`src/rtl/accum_buffer.sv`:
```
// rtl/accum_buffer.sv - signed group accumulator with bias, saturate/wrap and valid/ready result register
module accum_buffer #(
    parameter int DATA_W = 16,
    parameter int DEPTH  = 137,
    parameter int CNT_W  = 8,
    parameter int ACC_W  = 24,
    parameter int SAT    = 1
) (
    input  logic              clk,
    input  logic              rst,
    input  logic              clear,
    input  logic              in_valid,
    input  logic [DATA_W-1:0] in_data,
    input  logic [DATA_W-1:0] bias,
    output logic              in_ready,
    output logic              out_valid,
    output logic [DATA_W-1:0] out_data,
    output logic              out_sat,
    input  logic              out_ready
);

    localparam logic [CNT_W-1:0] LAST_CNT = CNT_W'(DEPTH - 1);
    localparam logic signed [ACC_W-1:0] MAX_V = {{(ACC_W-DATA_W+1){1'b0}}, {(DATA_W-1){1'b1}}};
    localparam logic signed [ACC_W-1:0] MIN_V = {{(ACC_W-DATA_W+1){1'b1}}, {(DATA_W-1){1'b0}}};

    logic signed [ACC_W-1:0] acc;
    logic signed [ACC_W-1:0] in_ext;
    logic signed [ACC_W-1:0] bias_ext;
    logic signed [ACC_W-1:0] base;
    logic signed [ACC_W-1:0] sum;
    logic [CNT_W-1:0]        cnt;
    logic                    is_first;
    logic                    is_last;
    logic                    beat;
    logic [DATA_W-1:0]       res_data;
    logic                    res_sat;

    assign in_ext   = {{(ACC_W-DATA_W){in_data[DATA_W-1]}}, in_data};
    assign bias_ext = {{(ACC_W-DATA_W){bias[DATA_W-1]}}, bias};

    // The final beat stalls only when it would overwrite an unread result.
    always_comb begin
        is_first = (cnt == '0);
        is_last  = (cnt == LAST_CNT);
        in_ready = !clear && (!is_last || !out_valid || out_ready);
        beat     = in_valid && in_ready;
        base     = is_first ? bias_ext : acc;
        sum      = base + in_ext;
    end

    always_comb begin
        res_data = sum[DATA_W-1:0];
        res_sat  = 1'b0;
        if (SAT != 0) begin
            if (sum > MAX_V) begin
                res_data = MAX_V[DATA_W-1:0];
                res_sat  = 1'b1;
            end else if (sum < MIN_V) begin
                res_data = MIN_V[DATA_W-1:0];
                res_sat  = 1'b1;
            end
        end
    end

    always_ff @(posedge clk) begin
        if (rst) begin
            acc       <= '0;
            cnt       <= '0;
            out_valid <= 1'b0;
            out_data  <= '0;
            out_sat   <= 1'b0;
        end else begin
            if (out_valid && out_ready) begin
                out_valid <= 1'b0;
            end
            if (clear) begin
                acc <= '0;
                cnt <= '0;
            end else if (beat) begin
                if (is_last) begin
                    acc       <= '0;
                    cnt       <= '0;
                    out_data  <= res_data;
                    out_sat   <= res_sat;
                    out_valid <= 1'b1;
                end else begin
                    acc <= sum;
                    cnt <= cnt + CNT_W'(1);
                end
            end
        end
    end

endmodule

```
`config.mk`:
```
export PLATFORM = sky130hd
export DESIGN_NAME = accum_buffer
export DESIGN_NICKNAME = d
export VERILOG_FILES = /design/src/rtl/accum_buffer.sv
export SDC_FILE = /design/constraint.sdc
export NUM_CORES = 1
export LEC_CHECK = 0
export CAP_MARGIN = 20
export CORE_UTILIZATION = 49
export CTS_BUF_LIST = sky130_fd_sc_hd__clkbuf_4 sky130_fd_sc_hd__clkbuf_8 sky130_fd_sc_hd__clkbuf_16
export DETAILED_ROUTE_END_ITERATION = 10
export GPL_TIMING_DRIVEN = 1
export PLACE_DENSITY = 0.73
export SLEW_MARGIN = 20
export SYNTH_ARGS = -nofsm -noshare
export SYNTH_HDL_FRONTEND = slang
export SYNTH_SLANG_ARGS = --single-unit
```
`constraint.sdc`:
```
create_clock -name clk -period 5.5 [get_ports clk]
set_input_delay 1.1 -clock clk [delete_from_list [all_inputs] [get_ports clk]]
set_output_delay 1.1 -clock clk [all_outputs]
set_load 0.02 [all_outputs]
```
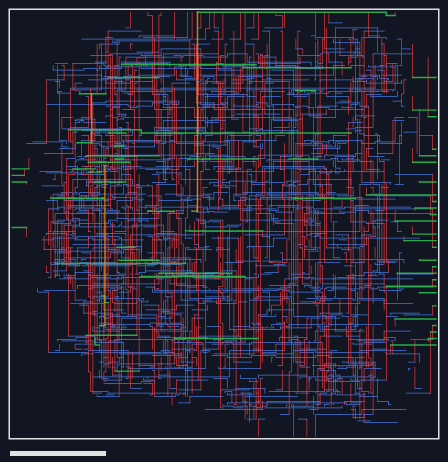
**Above:** run 1 (routed metal, one colour a layer).
Scale bar: 20 µm.
legend:
  orange:
    layer: metal 4
    wire_length: 85.0 µm
  blue:
    layer: metal 1
    wire_length: 4630 µm
  red:
    layer: metal 2
    wire_length: 4870 µm
  green:
    layer: metal 3
    wire_length: 529 µm

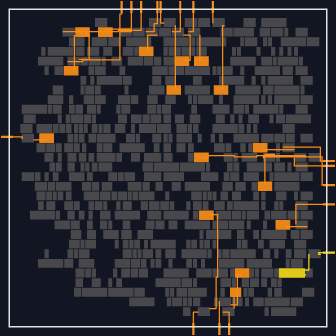
**Above:** run 1 (wires at chosen ports, followed through buffers).
legend:
  yellow:
    port: `out_valid`
    bits: 1
    direction: output
    edge: right
    end_cells: 1
    buffers: 1
    wire: 9.20 µm
  orange:
    port: `bias`
    bits: 16
    direction: input
    edge: 8 top, 4 right, 3 bottom, 1 left
    end_cells: 16
    buffers: 16
    wire: 382 µm

==> qor.json, run 1 <==
{
  "largest_registers": {"value": "acc x24, out_data x16, cnt x8"},
  "design_area": {"value": 4440, "unit": "µm²"},
  "floorplan.core_area": {"value": 7290, "unit": "µm²"},
  "final.period_utilization": {"value": 84.8, "unit": "%"},
  "slew-limit-headroom": {"value": 47.2, "unit": "%"},
  "chipWidth": {"value": 89.2, "unit": "µm"},
  "met1_length": {"value": 4630, "unit": "µm"},
  "maximum_number_of_pins_on_one_net_before_global_route_repair": {"value": 34},
  "timing.final.ws_setup": {"value": 0.839, "unit": "ns"},
  "drt_first_iter_violations": {"value": 157},
  "power.group.top": {"value": "sequential cells"},
  "cts.repair_timing.setup_buffer_count": {"value": 0},
  "p_comb": {"value": 0.344, "unit": "mW"},
  "placed_cells": {"value": 611},
  "cellPowerDensity": {"value": 212, "unit": "nW/µm²"},
  "first_pass_grt_wire_length": {"value": 16300, "unit": "µm"},
  "synth_sequential_area_ratio": {"value": 26.9, "unit": "%"},
  "switching_power": {"value": 0.336, "unit": "mW"},
  "number_of_nets_at_floorplan": {"value": 535},
  "floorplan.core_util": {"value": 51.1, "unit": "%"},
  "setup.worst_path.start_class": {"value": "register"},
  "netlist.top_cell.by_area": {"value": "sky130_fd_sc_hd__dfxtp_1"},
  "hold_path_depth": {"value": 2},
  "multiInputCombCellCount": {"value": 387},
  "yosysCellCount": {"value": 472},
  "irDropWorstVdd": {"value": 129, "unit": "µV"},
  "final.signal_inverter_count": {"value": 15},
  "worstReg2RegEnd": {"value": "out_data[7]"},
  "outcome": {"value": "finished clean"},
  "timing_max_transition_violations_final": {"value": 0},
  "cts_tree": {"value": "done"},
  "r2r_start": {"value": "cnt[0]"},
  "wl_met3": {"value": 528, "unit": "µm"},
  "p_sw_share": {"value": 35.7, "unit": "%"},
  "unrepaired_setup_endpoints_after_global_routing": {"value": "no"},
  "fin_crit": {"value": 4.66, "unit": "ns"},
  "synth_flop_count": {"value": 50},
  "top_cell_type_s_share_of_synthesized_area": {"value": 26.9, "unit": "%"},
  "globalplace.congestion": {"value": 0.912},
  "global_route.usage.met3": {"value": 3.23, "unit": "%"},
  "p_leak": {"value": 1.67, "unit": "nW"},
  "netlist_top_cells_area": {"value": "sky130_fd_sc_hd__dfxtp_1, sky130_fd_sc_hd__nor2_1, sky130_fd_sc_hd__ha_1"},
  "crit_path_top_delay_cell": {"value": "sky130_fd_sc_hd__o41a_1"},
  "worst_setup_path_startpoint": {"value": "cnt[0]"},
  "cts_hold_repair.buffers": {"value": 0}
}
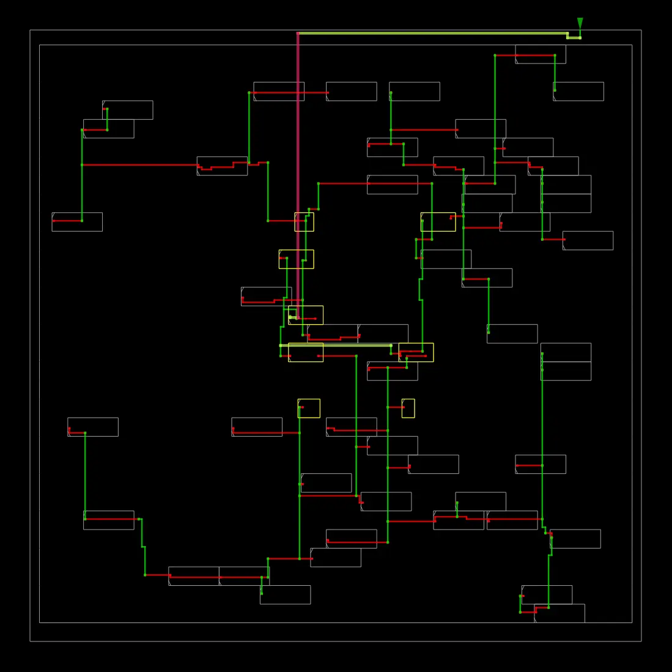
**Above:** run 1 (clock routing).
total number of clock tree sinks: 50
number of buffers inserted during clock tree synthesis: 5
final setup skew: 0.00798 ns
number of sequential cells in the layout: 50

**Run 1: sequential cells grouped by signal name**

Scale bar: 20 µm.
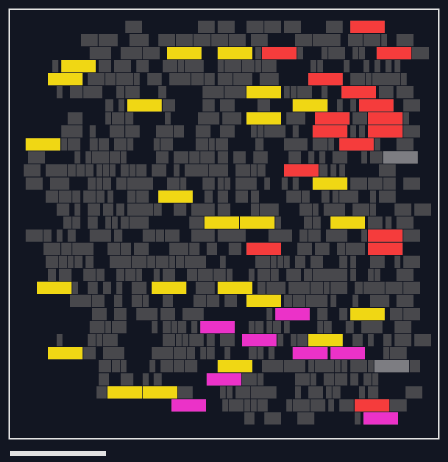

==> inputs of run 2 (changes only) <==
PLACE_DENSITY = 0.76   (was 0.73)
clock period = 3.8 ns   (was 5.5 ns; I/O delays follow)
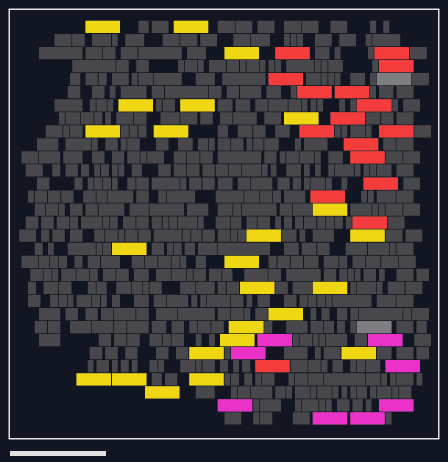
**Above:** run 2 (sequential cells grouped by signal name).
Scale bar: 20 µm.
legend:
  yellow:
    name_in_the_netlist: `acc`
    sequential_cells: 24
  magenta:
    name_in_the_netlist: `cnt`
    sequential_cells: 8
    where: bottom right
  red:
    name_in_the_netlist: `out_data`
    sequential_cells: 16

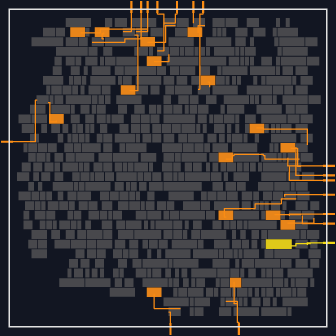
**Above:** run 2 (wires at chosen ports, followed through buffers).
legend:
  orange:
    port: `bias`
    bits: 16
    direction: input
    edge: 7 top, 6 right, 2 bottom, 1 left
    end_cells: 16
    buffers: 16
    wire: 378 µm
  yellow:
    port: `out_valid`
    bits: 1
    direction: output
    edge: right
    end_cells: 1
    buffers: 1
    wire: 11.5 µm
IO buf count: 55
Top-Level Pins: 56

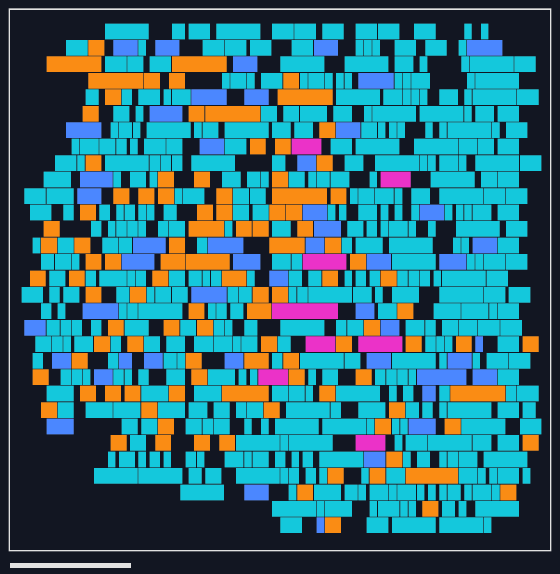
**Above:** run 2 (sizing map).
Scale bar: 20 µm.
legend:
  magenta:
    size: _6 and larger
    cells: 8
    share: 1.3%
  cyan:
    size: _0 and _1 cells
    cells: 443
    share: 73%
  orange:
    size: _3 and _4 cells
    cells: 105
    share: 17%
  blue:
    size: _2 cells
    cells: 48
    share: 7.9%

==> run 2 against run 1 <==
  * The run now ends with setup timing left
  * Clock power up 76%
  * Utilization up 12 points
  * Final cell count up 14%
  * Hold slack better by 0.0062 ns
  * Area after synthesis unchanged
  * Critical path type unchanged
  * Critical endpoint is now out_data[10]
  * Largest cell class unchanged
==> qor.json, run 2 <==
{
  "outcome": {"value": "finished, violations left", "change": "was finished clean"},
  "floorplan.core_area": {"value": 7290, "unit": "µm²", "change": "unchanged"},
  "drt_first_iter_violations": {"value": 215, "change": "was 157"},
  "globalplace.congestion": {"value": 0.954, "change": "was 0.912"},
  "final.signal_inverter_count": {"value": 15, "change": "unchanged"},
  "slew-limit-headroom": {"value": 60.7, "unit": "%", "change": "was 47.2%"},
  "timing.final.ws_setup": {"value": -0.266, "unit": "ns", "change": "was 0.839 ns"},
  "power.group.top": {"value": "combinational logic", "change": "was sequential cells"},
  "final-setup-viol-count": {"value": 18, "change": "was 0"},
  "cts_hold_repair.buffers": {"value": 0, "change": "unchanged"},
  "first_pass_grt_wire_length": {"value": 18300, "unit": "µm", "change": "was 16300 µm"},
  "n_sequential_cell": {"value": 50, "change": "unchanged"},
  "number_of_nets_at_floorplan": {"value": 535, "change": "unchanged"},
  "switching_power": {"value": 0.555, "unit": "mW", "change": "was 0.336 mW"},
  "multiInputCombCellCount": {"value": 387, "change": "unchanged"},
  "synth_flop_count": {"value": 50, "change": "unchanged"},
  "number_of_buffers_inserted_during_clock_tree_synthesis": {"value": 5, "change": "unchanged"},
  "hold_path_depth": {"value": 2, "change": "unchanged"},
  "fin_crit": {"value": 4.07, "unit": "ns", "change": "was 4.66 ns"},
  "violations": {"value": "setup timing"}
}
==> inputs of run 3 (changes only) <==
ABC_AREA = 1   (was not set)
PLACE_DENSITY = 0.73   (was 0.76)
SLEW_MARGIN = 25   (was 20)
clock period = 4.62 ns   (was 3.8 ns; I/O delays follow)
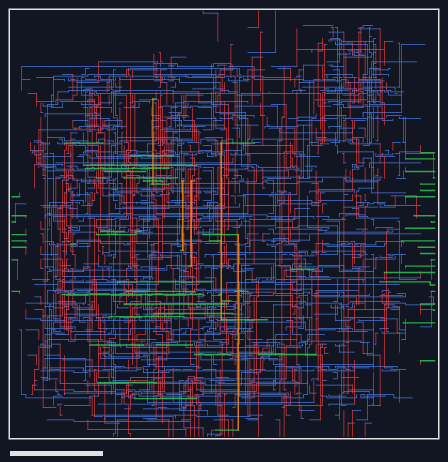
**Above:** run 3 (routed metal, one colour a layer).
Scale bar: 20 µm.
legend:
  orange:
    layer: metal 4
    wire_length: 132 µm
  blue:
    layer: metal 1
    wire_length: 5360 µm
  red:
    layer: metal 2
    wire_length: 4620 µm
  green:
    layer: metal 3
    wire_length: 449 µm

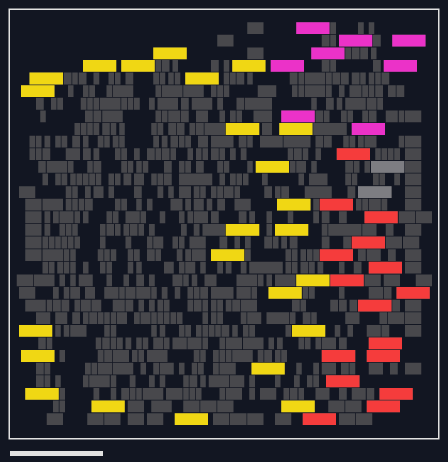
**Above:** run 3 (sequential cells grouped by signal name).
Scale bar: 20 µm.
legend:
  magenta:
    name_in_the_netlist: `cnt`
    sequential_cells: 8
    where: top right
  red:
    name_in_the_netlist: `out_data`
    sequential_cells: 16
  yellow:
    name_in_the_netlist: `acc`
    sequential_cells: 24
    where: all over the die

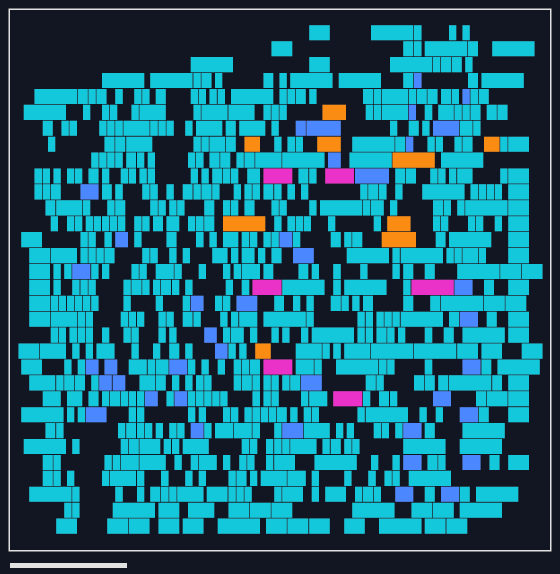
**Above:** run 3 (sizing map).
Scale bar: 20 µm.
legend:
  orange:
    size: _3 and _4 cells
    cells: 9
    share: 1.3%
  magenta:
    size: _6 and larger
    cells: 6
    share: 0.85%
  cyan:
    size: _0 and _1 cells
    cells: 649
    share: 92%
  blue:
    size: _2 cells
    cells: 39
    share: 5.5%
Final WS setup: 0.558 ns
finished layout cell area: 4710 µm²

==> run 3 against run 2 <==
  * The flow now finishes without violations
  * Via count shrank 1.5%
  * Clock power decreased by 34%
  * Non-clock buffer count is 87 lower
  * Largest power group unchanged
==> qor.json, run 3 <==
{
  "p_leak": {"value": 2.23, "unit": "nW", "change": "was 2.15 nW"},
  "maximum_number_of_pins_on_one_net_before_global_route_repair": {"value": 32, "change": "was 34"},
  "slew-limit-headroom": {"value": 40.6, "unit": "%", "change": "was 60.7%"},
  "yosysCellCount": {"value": 653, "change": "was 472"},
  "wl_met3": {"value": 449, "unit": "µm", "change": "was 869 µm"},
  "final_core_utilization": {"value": 60.4, "unit": "%", "change": "was 73.4%"},
  "first_pass_grt_wire_length": {"value": 17600, "unit": "µm", "change": "was 18300 µm"},
  "largest_registers": {"value": "acc x24, out_data x16, cnt x8", "change": "unchanged"},
  "final.signal_inverter_count": {"value": 83, "change": "was 15"},
  "netlist.top_cell.by_area": {"value": "sky130_fd_sc_hd__dfxtp_1", "change": "unchanged"},
  "setup.worst_path.start_class": {"value": "register", "change": "unchanged"},
  "number_of_buffers_inserted_during_clock_tree_synthesis": {"value": 5, "change": "unchanged"},
  "worstReg2RegEnd": {"value": "out_data[5]", "change": "was out_data[10]"},
  "cts_hold_repair.buffers": {"value": 0, "change": "unchanged"},
  "critical_path.cell_chain": {"value": "inv_1 > ha_1 > nand3_1 > nand3b_4 > clkinv_2 > o21ai_0 > inv_1 > fa_1 > inv_1 > nand3_1 > nand3_2 > nand2_1 > nand2_2 > nand2_1 > nand2_1 > nand2_1 > nand2_1 > nand3_1 > nor2_1 > nand2_1 > nand2_4 > nand2_1 > a21oi_2", "change": "was inv_2 > ha_1 > nor4b_4 > nand3_2 > buf_12 > mux2_2 > ha_4 > and3_1 > nor2b_1 > a2111oi_2 > o21ai_1 > and3b_1 > or3_4 > or3b_4 > o21ai_4 > buf_12 > o32ai_1"},
  "outcome": {"value": "finished clean", "change": "was finished, violations left"},
  "p_sw_share": {"value": 39.6, "unit": "%", "change": "was 33.9%"},
  "globalplace.congestion": {"value": 0.997, "change": "was 0.954"},
  "hold_path_depth": {"value": 2, "change": "unchanged"},
  "worst_setup_path_startpoint": {"value": "cnt[0]", "change": "unchanged"},
  "netlist_top_cells_area": {"value": "sky130_fd_sc_hd__dfxtp_1, sky130_fd_sc_hd__nand2_1, sky130_fd_sc_hd__ha_1", "change": "was sky130_fd_sc_hd__dfxtp_1, sky130_fd_sc_hd__nor2_1, sky130_fd_sc_hd__ha_1"},
  "skew": {"value": 0.00888, "unit": "ns", "change": "was 0.00723 ns"},
  "met1_length": {"value": 5360, "unit": "µm", "change": "was 4870 µm"},
  "power.group.top": {"value": "combinational logic", "change": "unchanged"},
  "floorplan.core_area": {"value": 7810, "unit": "µm²", "change": "was 7290 µm²"},
  "port-buffer-count": {"value": 55, "change": "unchanged"},
  "total_number_of_clock_tree_sinks": {"value": 50, "change": "unchanged"},
  "synth_flop_count": {"value": 50, "change": "unchanged"},
  "number_of_nets_at_floorplan": {"value": 716, "change": "was 535"},
  "chipWidth": {"value": 92.3, "unit": "µm", "change": "was 89.2 µm"},
  "final.period_utilization": {"value": 87.9, "unit": "%", "change": "was 107%"},
  "p_comb": {"value": 0.454, "unit": "mW", "change": "was 0.699 mW"},
  "r2r_start": {"value": "cnt[0]", "change": "unchanged"},
  "final-setup-viol-count": {"value": 0, "change": "was 18"},
  "drt_first_iter_violations": {"value": 221, "change": "was 215"},
  "cellPowerDensity": {"value": 246, "unit": "nW/µm²", "change": "was 306 nW/µm²"},
  "cts_tree": {"value": "done", "change": "unchanged"},
  "global_route.usage.met3": {"value": 1.56, "unit": "%", "change": "was 3.32%"},
  "unrepaired_setup_endpoints_after_global_routing": {"value": "no", "change": "was yes"},
  "cts.repair_timing.setup_buffer_count": {"value": 0, "change": "was 1"},
  "top_cell_type_s_share_of_synthesized_area": {"value": 25.1, "unit": "%", "change": "was 26.9%"},
  "timing_max_transition_violations_final": {"value": 0, "change": "unchanged"},
  "n_sequential_cell": {"value": 50, "change": "unchanged"},
  "fin_crit": {"value": 4.06, "unit": "ns", "change": "was 4.07 ns"},
  "route.antenna.remaining_nets": {"value": 0, "change": "unchanged"},
  "multiInputCombCellCount": {"value": 506, "change": "was 387"},
  "synth_sequential_area_ratio": {"value": 25.1, "unit": "%", "change": "was 26.9%"},
  "floorplan.core_util": {"value": 51.2, "unit": "%", "change": "was 51.1%"}
}
Power figures rest on the tool's default switching activity, not on a simulated workload.
